===== src/rtl/uart_pkg.sv =====
// Shared definitions for the UART receive path.
//   sr_w_f(max_data)  : frame register width (data + parity + stop)
//   len_w_f(max_data) : width of a field able to hold 0..max_data
//   par_mode_e        : parity sense selected by ohel (even / odd)
//   frame_status_t    : per-frame error flags {perr, ferr}
package uart_pkg;

  typedef enum logic {
    PAR_EVEN = 1'b0,
    PAR_ODD  = 1'b1
  } par_mode_e;

  typedef struct packed {
    logic perr;
    logic ferr;
  } frame_status_t;

  function automatic int unsigned sr_w_f(input int unsigned max_data);
    return max_data + 2;
  endfunction

  function automatic int unsigned len_w_f(input int unsigned max_data);
    return $clog2(max_data + 1);
  endfunction

endpackage


===== src/rtl/uart_rx_align.sv =====
// Field extraction and checking of an already right-aligned frame.
//   aligned_i : frame shifted so data starts at bit 0 (parity, then stop above it)
//   len_i     : effective data length L (already clamped)
//   pen_i     : parity present
//   ohel_i    : parity sense (PAR_EVEN / PAR_ODD)
//   data_o    : aligned_i[L-1:0], zero above L
//   status_o  : {perr, ferr} for this frame
module uart_rx_align
  import uart_pkg::*;
#(
  parameter  int unsigned MAX_DATA = 8,
  localparam int unsigned SR_W     = sr_w_f(MAX_DATA),
  localparam int unsigned LEN_W    = len_w_f(MAX_DATA)
) (
  input  logic [SR_W-1:0]     aligned_i,
  input  logic [LEN_W-1:0]    len_i,
  input  logic                pen_i,
  input  logic                ohel_i,
  output logic [MAX_DATA-1:0] data_o,
  output frame_status_t       status_o
);

  logic [31:0] len_u;
  logic [31:0] stop_u;
  logic        parity;
  logic        stop;

  always_comb begin
    len_u  = 32'(len_i);
    // stop bit sits directly above the parity bit, or above the data when pen=0
    stop_u = len_u + 32'(pen_i);
    data_o = '0;
    parity = 1'b0;
    stop   = 1'b0;
    for (int unsigned i = 0; i < MAX_DATA; i++) begin
      if (i < len_u) data_o[i] = aligned_i[i];
    end
    for (int unsigned i = 0; i < SR_W; i++) begin
      if (i == len_u)  parity = aligned_i[i];
      if (i == stop_u) stop   = aligned_i[i];
    end
    status_o.perr = pen_i & (^data_o ^ parity ^ (ohel_i == PAR_ODD));
    status_o.ferr = ~stop;
  end

endmodule


===== src/rtl/uart_rx_deframe.sv =====
// Two-stage UART receive deframer with a single host holding register.
//   clk, reset  : clock, synchronous active-high reset
//   frame_done  : strobe, frame_in holds a complete frame
//   frame_in    : raw frame, received bits in the top N bits
//   data_len    : data bits per frame (clamped to [MIN_DATA, MAX_DATA])
//   pen, ohel   : parity enable, odd(1)/even(0) parity
//   rd_strobe   : host read of rx_data
//   rx_data     : aligned data of the held frame
//   rx_ready    : holding register contains unread data
//   perr, ferr  : parity / framing error of the held frame
//   ovf         : sticky overrun (frame loaded over unread data)
module uart_rx_deframe
  import uart_pkg::*;
#(
  parameter  int unsigned MAX_DATA = 8,
  parameter  int unsigned MIN_DATA = 5,
  localparam int unsigned SR_W     = sr_w_f(MAX_DATA),
  localparam int unsigned LEN_W    = len_w_f(MAX_DATA)
) (
  input  logic                clk,
  input  logic                reset,
  input  logic                frame_done,
  input  logic [SR_W-1:0]     frame_in,
  input  logic [LEN_W-1:0]    data_len,
  input  logic                pen,
  input  logic                ohel,
  input  logic                rd_strobe,
  output logic [MAX_DATA-1:0] rx_data,
  output logic                rx_ready,
  output logic                perr,
  output logic                ferr,
  output logic                ovf
);

  // stage 1 next-state
  logic [31:0]      len_u;
  logic [31:0]      n_u;
  logic [31:0]      shift_u;
  logic [SR_W-1:0]  aligned_d;
  logic [LEN_W-1:0] len_d;

  // stage 1 registers
  logic [SR_W-1:0]  aligned_q;
  logic [LEN_W-1:0] len_q;
  logic             pen_q;
  logic             ohel_q;
  logic             v1_q;

  // holding register
  logic [MAX_DATA-1:0] rx_data_q;
  logic                rx_ready_q;
  logic                perr_q;
  logic                ferr_q;
  logic                ovf_q;

  logic [MAX_DATA-1:0] data_d;
  frame_status_t       status_d;

  always_comb begin
    len_u = 32'(data_len);
    if (len_u < MIN_DATA)      len_u = MIN_DATA;
    else if (len_u > MAX_DATA) len_u = MAX_DATA;
    n_u       = len_u + 32'(pen) + 32'd1;
    shift_u   = SR_W - n_u;
    aligned_d = frame_in >> shift_u;
    len_d     = len_u[LEN_W-1:0];
  end

  uart_rx_align #(
    .MAX_DATA(MAX_DATA)
  ) u_align (
    .aligned_i(aligned_q),
    .len_i    (len_q),
    .pen_i    (pen_q),
    .ohel_i   (ohel_q),
    .data_o   (data_d),
    .status_o (status_d)
  );

  always_ff @(posedge clk) begin
    if (reset) begin
      aligned_q  <= '0;
      len_q      <= '0;
      pen_q      <= 1'b0;
      ohel_q     <= 1'b0;
      v1_q       <= 1'b0;
      rx_data_q  <= '0;
      rx_ready_q <= 1'b0;
      perr_q     <= 1'b0;
      ferr_q     <= 1'b0;
      ovf_q      <= 1'b0;
    end else begin
      v1_q <= frame_done;
      if (frame_done) begin
        aligned_q <= aligned_d;
        len_q     <= len_d;
        pen_q     <= pen;
        ohel_q    <= ohel;
      end
      if (v1_q) begin
        rx_data_q  <= data_d;
        perr_q     <= status_d.perr;
        ferr_q     <= status_d.ferr;
        rx_ready_q <= 1'b1;
        // ovf=1 implies rx_ready=1, so this also keeps a standing overrun sticky
        ovf_q      <= rx_ready_q & ~rd_strobe;
      end else if (rd_strobe && rx_ready_q) begin
        rx_ready_q <= 1'b0;
        ovf_q      <= 1'b0;
      end
    end
  end

  assign rx_data  = rx_data_q;
  assign rx_ready = rx_ready_q;
  assign perr     = perr_q;
  assign ferr     = ferr_q;
  assign ovf      = ovf_q;

endmodule


===== config.mk =====
export PLATFORM = sky130hd
export DESIGN_NAME = uart_rx_deframe
export DESIGN_NICKNAME = d
export VERILOG_FILES = /design/src/rtl/uart_pkg.sv /design/src/rtl/uart_rx_align.sv /design/src/rtl/uart_rx_deframe.sv
export SDC_FILE = /design/constraint.sdc
export NUM_CORES = 1
export LEC_CHECK = 0
export ABC_AREA = 1
export CORE_MARGIN = 2
export CORE_UTILIZATION = 59
export DETAILED_ROUTE_END_ITERATION = 10
export GPL_TIMING_DRIVEN = 1
export PLACE_DENSITY_LB_ADDON = 0.15
export SYNTH_ARGS = -nofsm -noshare
export SYNTH_HDL_FRONTEND = slang
export SYNTH_HIERARCHICAL = 1
export SYNTH_SLANG_ARGS = --single-unit

===== constraint.sdc =====
create_clock -name clk -period 4.46 [get_ports clk]
set_input_delay 0.446 -clock clk [delete_from_list [all_inputs] [get_ports clk]]
set_output_delay 0.446 -clock clk [all_outputs]
set_load 0.01 [all_outputs]

Fig. 1: run 1, routing congestion
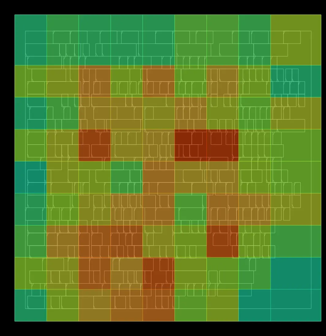
met2 Use GR: 0.426
total track usage: 0.257

Fig. 2: run 1, layout detail
Region (37, 37) to (62, 62) um. Cells in grey, sequential cells in the stronger grey; small squares are vias.
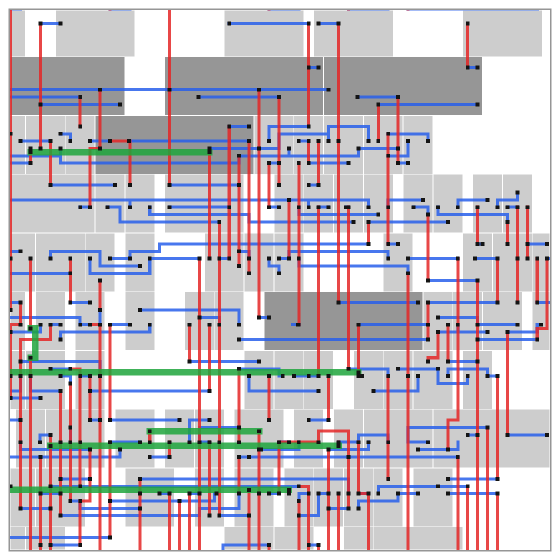
M1 -> blue
M3 -> green
M2 -> red
sequential cells in the window = 5
most frequent = nand2_1 (27), nor2_1 (14)
cells with their middle in the window = 79
netlist names of flops here include = rx_data (5)

Fig. 3: run 1, the metal 1 layer
(4 px per um)
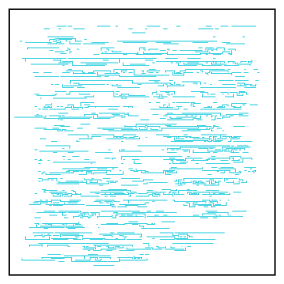
main direction = horizontal
wire length on this layer = 2430 um
nets with wire on the layer = 361
longest straight run = 24.8 um
share of all routed wire = 48%

==> flow_summary.yaml, run 1 <==
# flow metrics
placement:
  post_detail_place_hpwl_mm: 3.96
  dp_cells: 404
  placement.io_buffers: 31
  place_congestion: 0.924
worst_setup_path:
  crit_chain: "clkdlybuf4s50_1 -> a31oi_1 -> ha_1 -> inv_1 -> ha_1 -> inv_1 -> ha_1 -> inv_1 -> fa_1 -> nand4_1 -> nand3_2 -> nand2_1 -> nand2_1 -> nand3_1 -> a21oi_1"
  crit_end: "aligned_q[4]$_SDFFE_PP0P_"
  critical_path_class: "in -> reg"
  required_ns: 4.59
  worst_r2r_startpoint: "len_q[0]$_SDFFE_PP0P_"
  timing.critical_path.max_delay_family: "adder cells"
  critical_path_depth: 15
  critical_path.max_stage_delay_ns: 0.68
  timing.critical_path.buf_inv: 4
  critical_path.slowest_cell: "sky130_fd_sc_hd__fa_1"
  critPathArrivalTime_ns: 3.39
  crit_path_start_kind: "input pin"
  critical_path.max_fanout: 17
  critPathCaptureType: "flop"
  flop_to_flop_setup_slack_ns: 2.48
  worstReg2RegEnd: "ferr$_SDFFE_PP0P_"
  r2r.worst_path.cells: 13
  timing.critical_path.from: "data_len[3]"
clock_network:
  numClockSinks: 29
  hold_bufs_inserted_after_cts: 0
  clk_pin_slew_ns: 0.06
  root_buffer: "sky130_fd_sc_hd__clkbuf_8"
  clock_tree.htree_level_count: 2
  ctsResizeCount: 0
  cts_inserted_buffers: 5
  deepest_clock_path_buffer_count: 2
  tritoncts: "done"
  postCtsSetupBuffers: 0
  clk_latency_ns: 0.27
logic_synthesis:
  edf_count: 0
  synthesis.instances: 342
  ys_sh_simple: 0.463
  numSynthFlops: 29
  synth.area.top_cells: "sky130_fd_sc_hd__dfxtp_1, sky130_fd_sc_hd__nand2_1, sky130_fd_sc_hd__nand3_1"
  syn_area_per_cell_um2: 6.65
  synthAoiAreaFrac: 0.105
  synthDominantAreaCellType: "sky130_fd_sc_hd__dfxtp_1"
  logic_family: "simple AND/OR/NAND/NOR gates"
  fp_nets: 369
  netlist.area_leader.share: 0.255
  unique_cell_types: 37
  synth.cells.most_frequent: "sky130_fd_sc_hd__nand2_1, sky130_fd_sc_hd__nand3_1, sky130_fd_sc_hd__nor2_1, sky130_fd_sc_hd__inv_1, sky130_fd_sc_hd__dfxtp_1"
  synth-async-reset-ratio: 0
  xors_xnors_by_area: 0.0110
  yosys_cells: 342
  synthFlopType: "sky130_fd_sc_hd__dfxtp_1"
  sequential_fraction_of_the_synthesis_area: 0.255
  mux_share_of_post_synthesis_cell_area: 0
  syn-cell-area_mm2: 0.00227
  synth.most_common_cell: "sky130_fd_sc_hd__nand2_1"
  adder_and_majority_gate_portion_of_the_synthesized_area: 0.0418
  synth-area-yosys_mm2: 0.00227
  ys.warnings.count: 6
sta:
  final_period_minus_worst_setup_slack_ns: 3.26
  tightest_slew_ns: 0.749
  report.final.slew_viol_count: 0
  rsz_0062_raised_after_global_routing: "false"
  fmaxAchievable_ghz: 0.307
  fin_crit_sh: 0.731
  final.setup.tns_ns: 0
  slew_headroom: 0.499
  setup_viol_count_final: 0
  finalHoldViolCount: 0
  fin_worst_skew_ns: 0.00528
cells_and_area:
  final_layout_size_suffix_gt1_frac: 0.118
  finalCoreUtilization: 0.703
  area.growth.synth_to_final_pct: 14.1
  seq_area_um2: 581
  final-instance-count-excl-fill: 412
  design.final.nets: 390
  n_fill_cell: 332
  logic_area_mm2: 0.00141
  mostFrequentLayoutCell: "sky130_fd_sc_hd__nand2_1"
  layout_top_cells_excl_fill_tap: "sky130_fd_sc_hd__nand2_1, sky130_fd_sc_hd__nand3_1, sky130_fd_sc_hd__nor2_1, sky130_fd_sc_hd__inv_1, sky130_fd_sc_hd__clkdlybuf4s50_1"
  antenna_cells: 0
power:
  irDropWorstVdd_v: 0.000178
  power_density_mw_per_mm2: 265
  p_leak_nw: 1.19
detailed_routing:
  wl_mm: 5.09
  drt_drc_violations_left: 0
  drt_pass1_iterations: 4
  drt_iter0_drc: 132
  routed-via-count: 2219
  routed_wire_length_per_instance_um: 12.3
  antenna_violating_nets_post_route: 0
  vias_per_cell: 5.39
flow_run:
  warning_count: 28
  max_cap_viol_count: 0
die:
  pin_count: 32
  num_rows: 22
  die_width_um: 66.1
  core_util_floorplan: 0.616
  core_region_area_mm2: 0.00369
  die_height_um: 66.1
  chipArea_mm2: 0.00437
worst_hold_path:
  hold-path-endpoint: "ovf$_SDFFE_PP0P_"
  min-delay-start: "ovf$_SDFFE_PP0P_"
  hold_path_cells: 2
  hold_path.class: "reg -> reg"
status:
  status: "finished clean"
grt:
  number_of_antenna_violations_at_the_first_check_in_global_routing: 0
  grt_max_degree: 19
  wire_length_of_the_first_global_routing_pass_mm: 8.76
  grt-ovfl-total: 0
  via_count_of_the_first_global_routing_pass: 1983
## run 1: through the flow
step / worst slack (ns) / power, mW / hold slack [ns] / cell area [um^2]
final: 1.20 / 0.688 / 0.487 / 2590
after global routing: 0.940 / 0.733 / 0.532 / 2590
after CTS: 1.21 / 0.689 / 0.490 / 2590
after detailed placement: 0.925 / 0.492 / 0.478 / 2510
after global placement: 1.04 / 0.489 / 0.477 / 2510
after floorplan: 2.04 / 0.442 / 0.453 / 2270
## run 1: layout make-up
class                           instances  share of cell area
Clock inverter                          2             0.00386
Inverter                               39              0.0569
Clock buffer                            6              0.0280
Timing Repair Buffer                   31               0.120
Sequential cell                        29               0.224
Multi-Input combinational cell        257               0.545
Tap cell                               48              0.0232
## run 1: state kept, by name (all words and copies together) (netlist names)
signal / flops
aligned_q: 10
ohel_q: 1
ferr: 1
ovf: 1
perr: 1
pen_q: 1
rx_data: 8
v1_q: 1
len_q: 4
rx_ready: 1
## run 1: power breakdown
| group | internal (mW) | switching [mW] |
|---|---|---|
| clock | 0.108 | 0.0914 |
| sequential | 0.273 | 0.0167 |
| combinational | 0.0787 | 0.120 |
| total | 0.459 | 0.228 |
## run 1: kinds of logic (layout without fill, tap and decap cells)
family	after synthesis	in the layout
buffers and inverters	56	78
DFF	29	29
adders and majority gates	7	7
xor gates and xnor gates	2	2
AOI/OAI and AO/OA	42	42
and+or+nand+nor	206	206
## run 1: per-layer routing
layer	vias up	GRT usage	part of all wire
li1	1175	-	-
met1	989	0.350	0.48
met2	53	0.426	0.47
met3	2	0.0358	0.041
met4	0	0.0689	0.0067
met5	-	0	0
## Run 2: what changed since run 1
- CORE_UTILIZATION: 59 -> 55
- clock period: 4.46 -> 3.35 ns (I/O delays scaled with it)
==> run 2 against run 1 <==
Against the previous run:
- clock power is 49% higher
- design area is 0.68% higher
- sequential share of layout area is 0.15 points lower
- power is 38% higher
- global-route usage is 1.8 points lower
- setup slack worse by 0.77 ns
- first-iteration DRC count is 1.5% higher
- clock-buffer cell count stayed put
- cell count is 0.49% higher
- flip-flop count stayed put
- critical path depth is 2 higher
==> flow_summary.yaml, run 2 <==
# flow metrics
logic_synthesis:
  fp_nets: 369
  syn_area_per_cell_um2: 6.65
  syn-cell-area_mm2: 0.00227
  synthesis.instances: 342
  ys.warnings.count: 6
  netlist.area_leader.share: 0.255
  synthDominantAreaCellType: "sky130_fd_sc_hd__dfxtp_1"
  synth.most_common_cell: "sky130_fd_sc_hd__nand2_1"
  synth-area-yosys_mm2: 0.00227
  numSynthFlops: 29
  yosys_cells: 342
  edf_count: 0
  synth-async-reset-ratio: 0
  sequential_fraction_of_the_synthesis_area: 0.255
cells_and_area:
  finalInstanceArea_mm2: 0.00261
  combAreaFraction: 0.541
  inverters: 39
  layout_top_cells_excl_fill_tap: "sky130_fd_sc_hd__nand2_1, sky130_fd_sc_hd__nand3_1, sky130_fd_sc_hd__nor2_1, sky130_fd_sc_hd__inv_1, sky130_fd_sc_hd__clkdlybuf4s50_1"
  sequential_cell_total: 29
  n_fill_cell: 382
  area.growth.synth_to_final_pct: 14.9
  mostFrequentLayoutCell: "sky130_fd_sc_hd__nand2_1"
  design.final.nets: 391
  final-instance-count-excl-fill: 414
  num-multi-input-gates: 257
  clockNetworkAreaShare: 0.0345
  final-nonclk-buf-share: 0.122
  signal_buffers: 32
  seqAreaFraction: 0.222
  seq_area_um2: 581
  top_register: "aligned_q"
  final_layout_size_suffix_gt1_frac: 0.121
grt:
  grt-ovfl-total: 0
  use_met2: 0.353
  via_count_of_the_first_global_routing_pass: 1861
  grt.met3_usage: 0.0411
  grt_max_degree: 19
  gr-max-usage-layer: "met2"
  gr-usage-all-layers: 0.239
  grt_util_met1: 0.344
  number_of_antenna_violations_at_the_first_check_in_global_routing: 0
clock_network:
  clock_tree.htree_level_count: 2
  tritoncts: "done"
  clk_latency_ns: 0.29
  postCtsSetupBuffers: 0
  numClockSinks: 29
  clk_pin_slew_ns: 0.06
  hold_bufs_inserted_after_cts: 0
  root_buffer: "sky130_fd_sc_hd__clkbuf_8"
die:
  num_rows: 23
  core_region_area_mm2: 0.00400
  pin_count: 32
  die_width_um: 68.3
  chipArea_mm2: 0.00466
power:
  p_leak_nw: 1.19
  totalPowerFinal_uw: 950
  irDropWorstVdd_v: 0.000206
  power_density_mw_per_mm2: 364
detailed_routing:
  drt_drc_violations_left: 0
  wl_mm: 5.19
  vias_per_cell: 5.53
  routed-via-count: 2288
  met2WireLength_mm: 2.27
  route.met3.wl_um: 243
  drt_iter0_drc: 134
  drt_pass1_iterations: 5
  antenna_violating_nets_post_route: 0
  routed.top_layer: "met4"
worst_setup_path:
  critPathCaptureType: "flop"
  required_ns: 3.49
  critPathArrivalTime_ns: 3.07
  critical_path.max_fanout: 17
  crit_path_start_kind: "input pin"
  critical_path_class: "in -> reg"
flow_run:
  max_cap_viol_count: 0
  warning_count: 28
placement:
  place_worst_setup_slack_ns: 0.144
  place_congestion: 0.923
  placedInstanceArea_mm2: 0.00252
  post_detail_place_hpwl_mm: 3.98
  dp_cells: 407
sta:
  finalHoldViolCount: 0
  setup_viol_count_final: 0
  fmaxAchievable_ghz: 0.342
  slew_headroom: 0.498
  final.hold.worst_slack_ns: 0.477
  final.setup.tns_ns: 0
  rsz_0062_raised_after_global_routing: "false"
  final_period_minus_worst_setup_slack_ns: 2.92
  report.final.slew_viol_count: 0
  tightest_slew_ns: 0.751
  layout_setup_ws_ns: 0.427
status:
  status: "finished clean"
worst_hold_path:
  hold_path.class: "reg -> reg"
==> run 2: cell counts after synthesis <==
Identical to the previous run, type by type.
==> run 2: where the power goes <==
group / internal, mW / switching [mW]
clock: 0.162 / 0.135
sequential: 0.363 / 0.0222
combinational: 0.106 / 0.161
==> run 2: kinds of logic after synthesis <==
family	Yosys count	synth area share
xor+xnor	2	0.0110
simple gates	206	0.463
compound gates	42	0.105
buf+inv	56	0.123
flops	29	0.255
fa+ha+maj	7	0.0418
==> run 2: final timing paths <==
kind	slack, ns	cells past startpoint	startpoint	to
worst max-delay path	0.43	17	data_len[3]	aligned_q[3]$_SDFFE_PP0P_
worst min-delay path	0.48	2	ovf$_SDFFE_PP0P_	ovf$_SDFFE_PP0P_
worst min register to register	0.48	2	ovf$_SDFFE_PP0P_	ovf$_SDFFE_PP0P_
worst max register to register	1.34	13	len_q[0]$_SDFFE_PP0P_	ferr$_SDFFE_PP0P_
==> run 2: worst max-delay path, cell delays in order <==
cell and delay [ns]:
sky130_fd_sc_hd__clkdlybuf4s50_1 0.47, sky130_fd_sc_hd__a31oi_1 0.23, sky130_fd_sc_hd__ha_1 0.19, sky130_fd_sc_hd__inv_1 0.04
sky130_fd_sc_hd__ha_1 0.19, sky130_fd_sc_hd__inv_1 0.06, sky130_fd_sc_hd__ha_1 0.13, sky130_fd_sc_hd__inv_1 0.05
sky130_fd_sc_hd__fa_1 0.68, sky130_fd_sc_hd__nand2_2 0.21, sky130_fd_sc_hd__nor2_4 0.05, sky130_fd_sc_hd__nand2_1 0.08
sky130_fd_sc_hd__nand2_1 0.08, sky130_fd_sc_hd__nand2_1 0.08, sky130_fd_sc_hd__nand2_1 0.05, sky130_fd_sc_hd__nand3_1 0.08
sky130_fd_sc_hd__a21oi_1 0.06
Fig. 4: run 2, the metal 1 layer
(4 px per um)
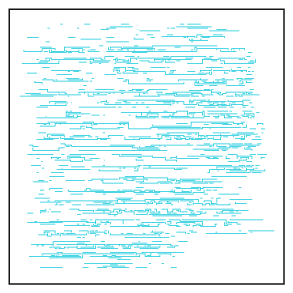
nets with wire on the layer = 355
share of all routed wire = 50%
longest straight run = 22.5 um

Fig. 5: run 2, layout detail
Region (39, 39) to (64, 64) um. Cells in grey, sequential cells in the stronger grey; small squares are vias.
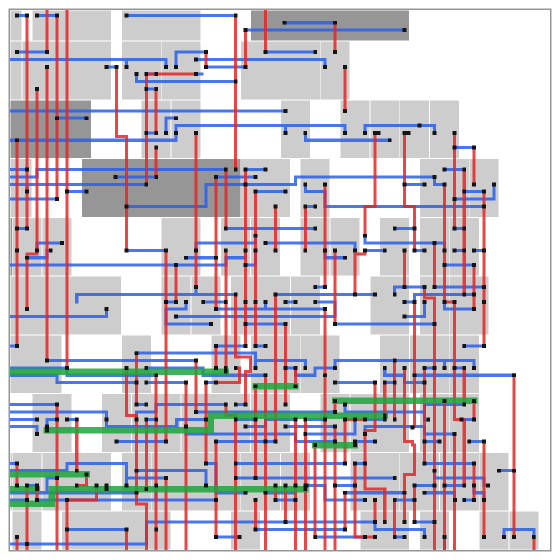
M1 -> blue
M2 -> red
M3 -> green
netlist names of flops here include = rx_data (3)
most frequent = nand2_1 (20), nor2_1 (9), inv_1 (8)
sequential cells in the window = 3
cells with their middle in the window = 74

Power and IR drop assume default switching activity.
